**config.mk**
```make
export PLATFORM = sky130hd
export DESIGN_NAME = mem_port_arbiter
export DESIGN_NICKNAME = d
export VERILOG_FILES = /design/src/rtl/mem_port_arbiter.sv
export SDC_FILE = /design/constraint.sdc
export NUM_CORES = 1
export LEC_CHECK = 0
export ABC_AREA = 1
export CELL_PAD_IN_SITES_DETAIL_PLACEMENT = 0
export CELL_PAD_IN_SITES_GLOBAL_PLACEMENT = 1
export CORE_MARGIN = 2
export CORE_UTILIZATION = 26
export CTS_CLUSTER_SIZE = 8
export DETAILED_ROUTE_END_ITERATION = 10
export PLACE_DENSITY = 0.78
export SYNTH_ARGS = -nofsm -noshare
export SYNTH_HDL_FRONTEND = slang
export SYNTH_SLANG_ARGS = --single-unit
```
**constraint.sdc**
```tcl
create_clock -name CLK -period 1.5 [get_ports CLK]
set_input_delay 0.3 -clock CLK [delete_from_list [all_inputs] [get_ports CLK]]
set_output_delay 0.3 -clock CLK [all_outputs]
set_load 0.05 [all_outputs]
```
**src/rtl/mem_port_arbiter.sv**
```systemverilog
// mem_port_arbiter
//   Arbitrates a single-port memory between the control unit (Cpu*) and a
//   loader (Ld*). One access at a time: IDLE samples requests, ACCESS drives
//   the memory strobes for one cycle, WAIT (reads only) captures MemRData, and
//   DONE pulses the owner's Done for one cycle before returning to IDLE.
//   Ties alternate by last owner; LdLock reserves the port for the loader.
//
// Ports
//   CLK, Reset_n               clock, synchronous active-low reset
//   CpuReq/CpuWe/CpuAddr/CpuWData   control-unit request
//   CpuGnt/CpuDone/CpuStall         control-unit grant, completion, stall
//   LdReq/LdWe/LdLock/LdAddr/LdWData loader request and exclusive hold
//   LdGnt/LdDone                    loader grant, completion
//   RdData                          last read result
//   MemAddr/MemWData/MemRead/MemWrite/MemRData  memory side
//   Busy                            high whenever not IDLE
module mem_port_arbiter #(
  parameter int unsigned AW = 16,
  parameter int unsigned DW = 16
) (
  input  logic          CLK,
  input  logic          Reset_n,
  input  logic          CpuReq,
  input  logic          CpuWe,
  input  logic [AW-1:0] CpuAddr,
  input  logic [DW-1:0] CpuWData,
  output logic          CpuGnt,
  output logic          CpuDone,
  output logic          CpuStall,
  input  logic          LdReq,
  input  logic          LdWe,
  input  logic          LdLock,
  input  logic [AW-1:0] LdAddr,
  input  logic [DW-1:0] LdWData,
  output logic          LdGnt,
  output logic          LdDone,
  output logic [DW-1:0] RdData,
  output logic [AW-1:0] MemAddr,
  output logic [DW-1:0] MemWData,
  output logic          MemRead,
  output logic          MemWrite,
  input  logic [DW-1:0] MemRData,
  output logic          Busy
);

  typedef enum logic [1:0] {IDLE, ACCESS, WAIT, DONE} state_e;
  typedef enum logic {OWN_CPU, OWN_LD} owner_e;

  state_e        state_q, state_d;
  owner_e        owner_q, owner_d;
  owner_e        last_q,  last_d;
  logic          we_q,    we_d;
  logic [AW-1:0] addr_q,  addr_d;
  logic [DW-1:0] wdata_q, wdata_d;
  logic [DW-1:0] rdata_q, rdata_d;

  logic cpu_win, ld_win;

  // Lock overrides fairness; otherwise a tie goes to whoever did not own last.
  // The two terms are mutually exclusive by construction.
  assign ld_win  = LdReq  & (LdLock | ~CpuReq | (last_q == OWN_CPU));
  assign cpu_win = CpuReq & ~LdLock & (~LdReq | (last_q == OWN_LD));

  always_comb begin
    state_d  = state_q;
    owner_d  = owner_q;
    last_d   = last_q;
    we_d     = we_q;
    addr_d   = addr_q;
    wdata_d  = wdata_q;
    rdata_d  = rdata_q;
    MemAddr  = '0;
    MemWData = '0;
    MemRead  = 1'b0;
    MemWrite = 1'b0;
    CpuDone  = 1'b0;
    LdDone   = 1'b0;
    case (state_q)
      IDLE: begin
        if (ld_win) begin
          state_d = ACCESS;
          owner_d = OWN_LD;
          we_d    = LdWe;
          addr_d  = LdAddr;
          wdata_d = LdWData;
        end else if (cpu_win) begin
          state_d = ACCESS;
          owner_d = OWN_CPU;
          we_d    = CpuWe;
          addr_d  = CpuAddr;
          wdata_d = CpuWData;
        end
      end
      ACCESS: begin
        MemAddr  = addr_q;
        MemWData = wdata_q;
        MemWrite = we_q;
        MemRead  = ~we_q;
        state_d  = we_q ? DONE : WAIT;
      end
      WAIT: begin
        rdata_d = MemRData;
        state_d = DONE;
      end
      DONE: begin
        CpuDone = (owner_q == OWN_CPU);
        LdDone  = (owner_q == OWN_LD);
        last_d  = owner_q;
        state_d = IDLE;
      end
      default: state_d = IDLE;
    endcase
  end

  assign Busy     = (state_q != IDLE);
  assign CpuGnt   = Busy & (owner_q == OWN_CPU);
  assign LdGnt    = Busy & (owner_q == OWN_LD);
  assign CpuStall = CpuReq & ~CpuDone;
  assign RdData   = rdata_q;

  always_ff @(posedge CLK) begin
    if (!Reset_n) begin
      state_q <= IDLE;
      owner_q <= OWN_CPU;
      last_q  <= OWN_LD;
      we_q    <= 1'b0;
      addr_q  <= '0;
      wdata_q <= '0;
      rdata_q <= '0;
    end else begin
      state_q <= state_d;
      owner_q <= owner_d;
      last_q  <= last_d;
      we_q    <= we_d;
      addr_q  <= addr_d;
      wdata_q <= wdata_d;
      rdata_q <= rdata_d;
    end
  end

endmodule

```
Fig. 1: pin map
Drawn at 2 px/um. Pins as bars across the die edge, other pins in gray.
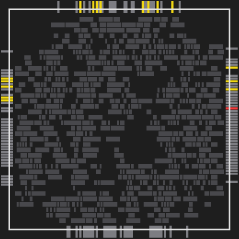
Red is `LdReq`, pins 1, direction input, edge right. Yellow is `LdAddr`, pins 16, direction input, edge 8 top, 5 left, 3 right.
All pins by edge: 43 right, 37 left, 34 bottom, 29 top.
DIE HEIGHT: 109 um
IO Port Bufs: 142
Die Span X: 109 um

Fig. 2: metal 2
Drawn at 3 px/um. Cells faint in the background.
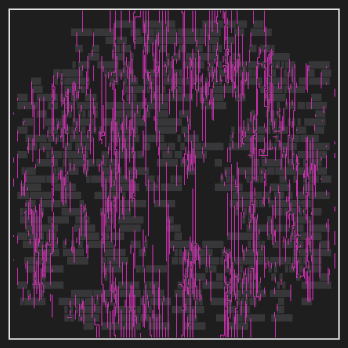
The longest straight run is 54.1 um. The layer carries 5090 um of wire.
GR Util met2: 0.284
Detailed Route WL: 10500 um

Fig. 3: clock routing
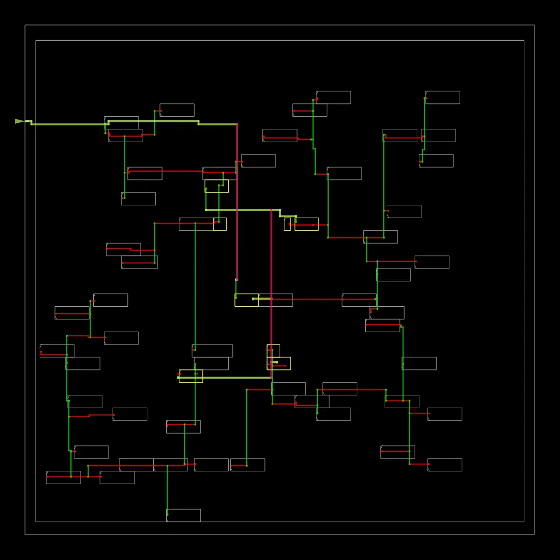
Flops: 53
Final Skew: 0.00571 ns
clk sink count: 53
clk_lat worst skew: 0.31 ns

==> out/results.ini <==
[die]
core_area_um2=10800
pin_count=143

[detailed_routing]
dr_wl_met2_um=5090
via_count=3404
top_layer=met4

[synthesis]
top_logic_kind=simple AND/OR/NAND/NOR gates
synth_cell_types=19
yosys_cells=467
async_flop_share=0
numSynthFlops=53
edf_count=0

[layout]
fill_cells=979
n_all_inverters=111
largest_class=non-clock buffers
ff_latch_area_um2=1070
clkbuf_count=6

[grt]
grt_antenna_before_repair=0
met1_usage=0.206
grt.total_usage=0.165

[sta]
setup_tns_ns=-12.83
timing.final.ws_setup_ns=-0.252
grt_setup_unrepaired=true
finalClockPeriodUsage=1.17
finalSetupViolCount=73

[run_status]
failed_checks=negative setup slack
status=complete, but fails checks

[worst_setup_path]
worst-path-max-fanout=11
crit_start=state_q[1]$_SDFFE_PN0P_
crit_type=register to primary output
cp.arrival_ns=1.45
path_common_cell=buf_12
slowest_stage=dfxtp_2
cp-end-kind=primary output
crit_end=MemWData[11]

[power]
max-vdd-ir-drop_mv=0.994
power_leakage_uw=0.00268
p_per_area_nw_per_um2=1790
p_comb_frac=0.700
intPower_uw=5860
p_comb_uw=7560

[cts]
ctsResizeCount=27
ctsHtreeMaxLevel=2

[flow_run]
log.warning_count=32
drv_cap=0

